### Signal wires on met2

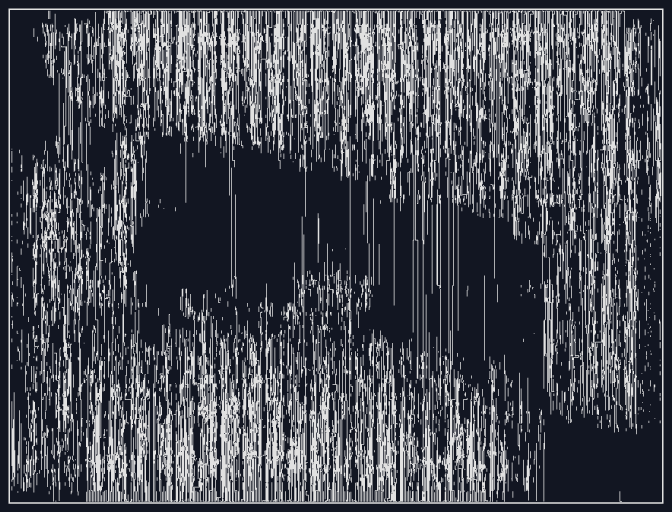
### Wiring by layer

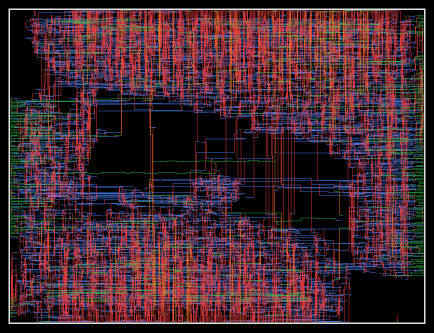
### Routing congestion

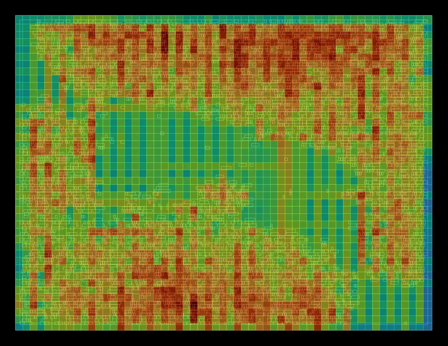
### Cell density map

39 x 30 tiles, from white (low) to dark blue (high), 0 to 100% covered.
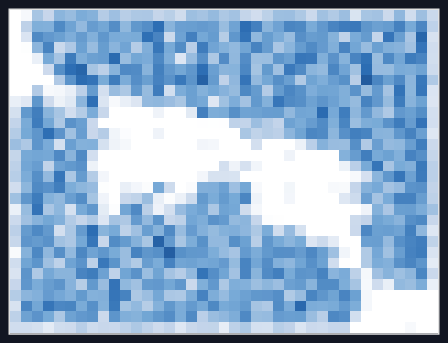
File: src/rtl/systolic_job_controller_pkg.sv
// Shared types for the systolic job controller.
// Matrix geometry, FSM state encoding and holding-register type.
package systolic_pkg;

  localparam int SIZE      = 4;
  localparam int DATAWIDTH = 16;
  localparam int NN        = SIZE * SIZE;
  localparam int KW        = $clog2(2 * NN);
  localparam int RW        = (SIZE > 1) ? $clog2(SIZE) : 1;

  typedef logic [SIZE-1:0][SIZE-1:0][DATAWIDTH-1:0] mat_t;

  typedef enum logic [2:0] {
    S_IDLE,
    S_LOAD,
    S_DRAIN,
    S_START,
    S_WAIT,
    S_STORE,
    S_FIN
  } sjc_state_t;

endpackage

File: src/rtl/systolic_job_controller_if.sv
// Job, memory and accelerator bundle of the systolic job controller.
// master = controller side, slave = host/memory/accelerator side.
interface systolic_job_controller_if
  import systolic_pkg::*;
#(
  parameter int ADDRW = 16
) ();

  logic                 job_valid;
  logic                 job_ready;
  logic [ADDRW-1:0]     job_addr_a;
  logic [ADDRW-1:0]     job_addr_b;
  logic [ADDRW-1:0]     job_addr_c;
  logic                 job_done;
  logic                 job_err;

  logic                 mem_rd_en;
  logic [ADDRW-1:0]     mem_rd_addr;
  logic [DATAWIDTH-1:0] mem_rd_data;
  logic                 mem_wr_en;
  logic [ADDRW-1:0]     mem_wr_addr;
  logic [DATAWIDTH-1:0] mem_wr_data;

  logic [7:0]           acc_dim;
  mat_t                 acc_a;
  mat_t                 acc_b;
  logic                 acc_start;
  logic                 acc_done;
  mat_t                 acc_dout;

  modport master (
    input  job_valid, job_addr_a, job_addr_b, job_addr_c,
    output job_ready, job_done, job_err,
    output mem_rd_en, mem_rd_addr,
    input  mem_rd_data,
    output mem_wr_en, mem_wr_addr, mem_wr_data,
    output acc_dim, acc_a, acc_b, acc_start,
    input  acc_done, acc_dout
  );

  modport slave (
    output job_valid, job_addr_a, job_addr_b, job_addr_c,
    input  job_ready, job_done, job_err,
    input  mem_rd_en, mem_rd_addr,
    output mem_rd_data,
    input  mem_wr_en, mem_wr_addr, mem_wr_data,
    input  acc_dim, acc_a, acc_b, acc_start,
    output acc_done, acc_dout
  );

endinterface

File: src/rtl/systolic_job_controller_addr_gen.sv
// Element counter for the job controller: produces read/write
// addresses, last-element flags and the row/column of element k.
module sjc_addr_gen
  import systolic_pkg::*;
#(
  parameter int ADDRW = 16
) (
  input  logic             clk,
  input  logic             reset,
  input  logic             clr,
  input  logic             inc,
  input  logic [ADDRW-1:0] base_a,
  input  logic [ADDRW-1:0] base_b,
  input  logic [ADDRW-1:0] base_c,
  output logic [ADDRW-1:0] rd_addr,
  output logic [ADDRW-1:0] wr_addr,
  output logic             last_rd,
  output logic             last_wr,
  output logic             is_b,
  output logic [RW-1:0]    row,
  output logic [RW-1:0]    col
);

  logic [KW-1:0] k;
  logic [KW-1:0] elem;

  always_ff @(posedge clk) begin
    if (reset) begin
      k <= '0;
    end else if (clr) begin
      k <= '0;
    end else if (inc) begin
      k <= k + KW'(1);
    end
  end

  // Reads walk A then B; elem is the index within the current matrix.
  assign is_b    = (k >= KW'(NN));
  assign elem    = is_b ? (k - KW'(NN)) : k;
  assign rd_addr = (is_b ? base_b : base_a) + ADDRW'(elem);
  assign wr_addr = base_c + ADDRW'(k);
  assign last_rd = (k == KW'(2 * NN - 1));
  assign last_wr = (k == KW'(NN - 1));
  assign row     = RW'(int'(elem) / SIZE);
  assign col     = RW'(int'(elem) % SIZE);

endmodule

File: src/rtl/systolic_job_controller.sv
// Host-side job initiator for the systolic array: loads A/B from
// memory, runs the accelerator under a timeout, writes C back.
module systolic_job_controller
  import systolic_pkg::*;
#(
  parameter int ADDRW   = 16,
  parameter int TIMEOUT = 1024
) (
  input logic                       clk,
  input logic                       reset,
  systolic_job_controller_if.master bus
);

  localparam int TW = $clog2(TIMEOUT + 1);

  sjc_state_t       state;
  logic [ADDRW-1:0] base_a;
  logic [ADDRW-1:0] base_b;
  logic [ADDRW-1:0] base_c;
  mat_t             a_q;
  mat_t             b_q;
  mat_t             c_q;
  logic [TW-1:0]    tcnt;

  logic             rd_en;
  logic             wr_en;
  logic             start;
  logic             done;
  logic             err;

  logic             cap_en;
  logic             cap_b;
  logic [RW-1:0]    cap_row;
  logic [RW-1:0]    cap_col;

  logic             clr;
  logic             inc;
  logic [ADDRW-1:0] rd_addr;
  logic [ADDRW-1:0] wr_addr;
  logic             last_rd;
  logic             last_wr;
  logic             is_b;
  logic [RW-1:0]    row;
  logic [RW-1:0]    col;

  assign clr = (state == S_IDLE) || (state == S_DRAIN);
  assign inc = ((state == S_LOAD) && !last_rd) ||
               ((state == S_STORE) && !last_wr);

  sjc_addr_gen #(
    .ADDRW (ADDRW)
  ) u_addr_gen (
    .clk     (clk),
    .reset   (reset),
    .clr     (clr),
    .inc     (inc),
    .base_a  (base_a),
    .base_b  (base_b),
    .base_c  (base_c),
    .rd_addr (rd_addr),
    .wr_addr (wr_addr),
    .last_rd (last_rd),
    .last_wr (last_wr),
    .is_b    (is_b),
    .row     (row),
    .col     (col)
  );

  always_ff @(posedge clk) begin
    if (reset) begin
      state   <= S_IDLE;
      base_a  <= '0;
      base_b  <= '0;
      base_c  <= '0;
      a_q     <= '0;
      b_q     <= '0;
      c_q     <= '0;
      tcnt    <= '0;
      rd_en   <= 1'b0;
      wr_en   <= 1'b0;
      start   <= 1'b0;
      done    <= 1'b0;
      err     <= 1'b0;
      cap_en  <= 1'b0;
      cap_b   <= 1'b0;
      cap_row <= '0;
      cap_col <= '0;
    end else begin
      // Read data lags its address by one cycle; remember the target.
      cap_en  <= (state == S_LOAD);
      cap_b   <= is_b;
      cap_row <= row;
      cap_col <= col;
      if (cap_en) begin
        if (cap_b) b_q[cap_row][cap_col] <= bus.mem_rd_data;
        else       a_q[cap_row][cap_col] <= bus.mem_rd_data;
      end

      unique case (state)
        S_IDLE: begin
          done <= 1'b0;
          err  <= 1'b0;
          if (bus.job_valid) begin
            base_a <= bus.job_addr_a;
            base_b <= bus.job_addr_b;
            base_c <= bus.job_addr_c;
            rd_en  <= 1'b1;
            state  <= S_LOAD;
          end
        end
        S_LOAD: begin
          if (last_rd) begin
            rd_en <= 1'b0;
            state <= S_DRAIN;
          end
        end
        S_DRAIN: begin
          start <= 1'b1;
          state <= S_START;
        end
        S_START: begin
          start <= 1'b0;
          tcnt  <= '0;
          state <= S_WAIT;
        end
        S_WAIT: begin
          if (bus.acc_done) begin
            c_q   <= bus.acc_dout;
            wr_en <= 1'b1;
            state <= S_STORE;
          end else if (tcnt == TW'(TIMEOUT - 1)) begin
            done  <= 1'b1;
            err   <= 1'b1;
            state <= S_FIN;
          end else begin
            tcnt <= tcnt + TW'(1);
          end
        end
        S_STORE: begin
          if (last_wr) begin
            wr_en <= 1'b0;
            done  <= 1'b1;
            err   <= 1'b0;
            state <= S_FIN;
          end
        end
        S_FIN: begin
          done  <= 1'b0;
          err   <= 1'b0;
          state <= S_IDLE;
        end
        default: state <= S_IDLE;
      endcase
    end
  end

  assign bus.job_ready   = (state == S_IDLE);
  assign bus.job_done    = done;
  assign bus.job_err     = err;
  assign bus.mem_rd_en   = rd_en;
  assign bus.mem_rd_addr = rd_addr;
  assign bus.mem_wr_en   = wr_en;
  assign bus.mem_wr_addr = wr_addr;
  assign bus.mem_wr_data = c_q[row][col];
  assign bus.acc_dim     = 8'(SIZE);
  assign bus.acc_a       = a_q;
  assign bus.acc_b       = b_q;
  assign bus.acc_start   = start;

endmodule

File: src/flat_wrapper.sv
// flat-port wrapper written by rule: the top's interface ports become plain ports
module systolic_job_controller_flat import systolic_pkg::*;
#(
  parameter int ADDRW   = 16,
  parameter int TIMEOUT = 1024
)
  (clk, reset, bus_job_valid, bus_job_addr_a, bus_job_addr_b, bus_job_addr_c, bus_job_ready, bus_job_done, bus_job_err, bus_mem_rd_en, bus_mem_rd_addr, bus_mem_rd_data, bus_mem_wr_en, bus_mem_wr_addr, bus_mem_wr_data, bus_acc_dim, bus_acc_a, bus_acc_b, bus_acc_start, bus_acc_done, bus_acc_dout);
  systolic_job_controller_if #(.ADDRW(ADDRW)) bus_i ();
  input logic clk;
  input logic reset;
  input wire logic [$bits(bus_i.job_valid)-1:0] bus_job_valid;
  input wire logic [$bits(bus_i.job_addr_a)-1:0] bus_job_addr_a;
  input wire logic [$bits(bus_i.job_addr_b)-1:0] bus_job_addr_b;
  input wire logic [$bits(bus_i.job_addr_c)-1:0] bus_job_addr_c;
  output wire logic [$bits(bus_i.job_ready)-1:0] bus_job_ready;
  output wire logic [$bits(bus_i.job_done)-1:0] bus_job_done;
  output wire logic [$bits(bus_i.job_err)-1:0] bus_job_err;
  output wire logic [$bits(bus_i.mem_rd_en)-1:0] bus_mem_rd_en;
  output wire logic [$bits(bus_i.mem_rd_addr)-1:0] bus_mem_rd_addr;
  input wire logic [$bits(bus_i.mem_rd_data)-1:0] bus_mem_rd_data;
  output wire logic [$bits(bus_i.mem_wr_en)-1:0] bus_mem_wr_en;
  output wire logic [$bits(bus_i.mem_wr_addr)-1:0] bus_mem_wr_addr;
  output wire logic [$bits(bus_i.mem_wr_data)-1:0] bus_mem_wr_data;
  output wire logic [$bits(bus_i.acc_dim)-1:0] bus_acc_dim;
  output wire logic [$bits(bus_i.acc_a)-1:0] bus_acc_a;
  output wire logic [$bits(bus_i.acc_b)-1:0] bus_acc_b;
  output wire logic [$bits(bus_i.acc_start)-1:0] bus_acc_start;
  input wire logic [$bits(bus_i.acc_done)-1:0] bus_acc_done;
  input wire logic [$bits(bus_i.acc_dout)-1:0] bus_acc_dout;
  assign bus_i.job_valid = bus_job_valid;
  assign bus_i.job_addr_a = bus_job_addr_a;
  assign bus_i.job_addr_b = bus_job_addr_b;
  assign bus_i.job_addr_c = bus_job_addr_c;
  assign bus_job_ready = bus_i.job_ready;
  assign bus_job_done = bus_i.job_done;
  assign bus_job_err = bus_i.job_err;
  assign bus_mem_rd_en = bus_i.mem_rd_en;
  assign bus_mem_rd_addr = bus_i.mem_rd_addr;
  assign bus_i.mem_rd_data = bus_mem_rd_data;
  assign bus_mem_wr_en = bus_i.mem_wr_en;
  assign bus_mem_wr_addr = bus_i.mem_wr_addr;
  assign bus_mem_wr_data = bus_i.mem_wr_data;
  assign bus_acc_dim = bus_i.acc_dim;
  assign bus_acc_a = bus_i.acc_a;
  assign bus_acc_b = bus_i.acc_b;
  assign bus_acc_start = bus_i.acc_start;
  assign bus_i.acc_done = bus_acc_done;
  assign bus_i.acc_dout = bus_acc_dout;
  systolic_job_controller #(.ADDRW(ADDRW), .TIMEOUT(TIMEOUT)) u_core (.clk(clk), .reset(reset), .bus(bus_i));
endmodule
File: config.mk
export PLATFORM = sky130hd
export DESIGN_NAME = systolic_job_controller_flat
export DESIGN_NICKNAME = d
export VERILOG_FILES = /design/src/rtl/systolic_job_controller_pkg.sv /design/src/rtl/systolic_job_controller_if.sv /design/src/rtl/systolic_job_controller_addr_gen.sv /design/src/rtl/systolic_job_controller.sv /design/src/flat_wrapper.sv
export SDC_FILE = /design/constraint.sdc
export NUM_CORES = 2
export LEC_CHECK = 0
export ABC_AREA = 1
export CAP_MARGIN = 20
export CORE_ASPECT_RATIO = 0.75
export CORE_MARGIN = 4
export CORE_UTILIZATION = 30
export DETAILED_ROUTE_END_ITERATION = 8
export GPL_ROUTABILITY_DRIVEN = 1
export PLACE_DENSITY = 0.54
export SYNTH_ARGS = -nofsm -noshare
export SYNTH_HDL_FRONTEND = slang
export SYNTH_SLANG_ARGS = --single-unit
File: constraint.sdc
create_clock -name clk -period 5.55 [get_ports clk]
set_input_delay 0.555 -clock clk [delete_from_list [all_inputs] [get_ports clk]]
set_output_delay 0.555 -clock clk [all_outputs]
set_load 0.01 [all_outputs]
==> job_summary.md <==
## Synthesis and layout report

| Metric | Value |
|---|---|
| Biggest area contributors in the synthesized netlist | dfxtp_1 50%, a21oi_1 9.9%, o21ai_0 9.0% |
| Achievable clock frequency | 240 MHz |
| Avg Cell Area, Syn | 7.41 um^2 |
| Combinational share of cell area | 30.2% |
| Cell type with the largest total area after synthesis | dfxtp_1 |
| Count of final max-slew check failures | 0 |
| Clock Power Share | 44.0% |
| Die footprint | 0.118 mm^2 |
| Area taken by flip-flops and latches | 0.0169 mm^2 |
| Yosys warning tally | 0 |
| Number of optimization iterations in the first detailed-route pass | 6 |
| Number of buffers inserted by hold repair at cts | 0 |
| RD Place Congestion | 0.905 |
| Number of tap instances | 1458 |
| Dominant delay contributor by cell family on the critical path | buffers and inverters |
| Post-synth design cell area | 0.0336 mm^2 |
| Minimum setup slack among reg-to-reg paths | 2.50 ns |
| Type of the worst setup path | flip-flop to primary output |
| Result of the run | finished clean |
| Leakage power | 16.3 nW |
| Highest-utilization routing layer at the global route stage | met2 |
| Data required time of the worst path | 4.99 ns |
| Clock Power | 6.49 mW |
| Sequential Power | 6.40 mW |
| Flop and latch count out of synthesis | 846 |
| Hold endpoint | u_core.bus.acc_b[125] |
| Non-clock buffer count in the final layout | 944 |
| Detailed-route wire length on metal 1 | 64.1 mm |
| Peak supply drop | 0.224 mV |
| Total tool warning count | 43 |
| Cell with the most instances after synthesis | dfxtp_1 |
| Total setup buffers inserted after CTS | 0 |
| Class of the tightest hold or removal check | input pin to flip-flop |
| Final design instance area without fill | 0.0465 mm^2 |
| Count of buffers from port buffering | 889 |
Notes on 'Signal wires on met2' above:
4182 nets have wire on it. The layer carries 70.5 mm of wire.
via count: 33700
GR Layer Usage met2: 39.7%

Notes on 'Wiring by layer' above:
met3: shown in green, wire length 10300 um. met5: shown in purple, wire length 11.0 um. met1: shown in blue, wire length 64.1 mm. met2: shown in red, wire length 70.5 mm. met4: shown in orange, wire length 5230 um.

Notes on 'Routing congestion' above:
Core Util, Final: 41.7%
met3 capacity usage during global routing: 4.98%
Routed wire per std cell: 22.2 um

Notes on 'Cell density map' above:
1.1% of the tiles are over 75% full. The emptiest ninth of the die: centre. The fullest tile reaches 83%. 16% of the tiles are nearly empty. The mean over all tiles is 38%.

No activity file was given, so power comes from the tool's default toggle rates.
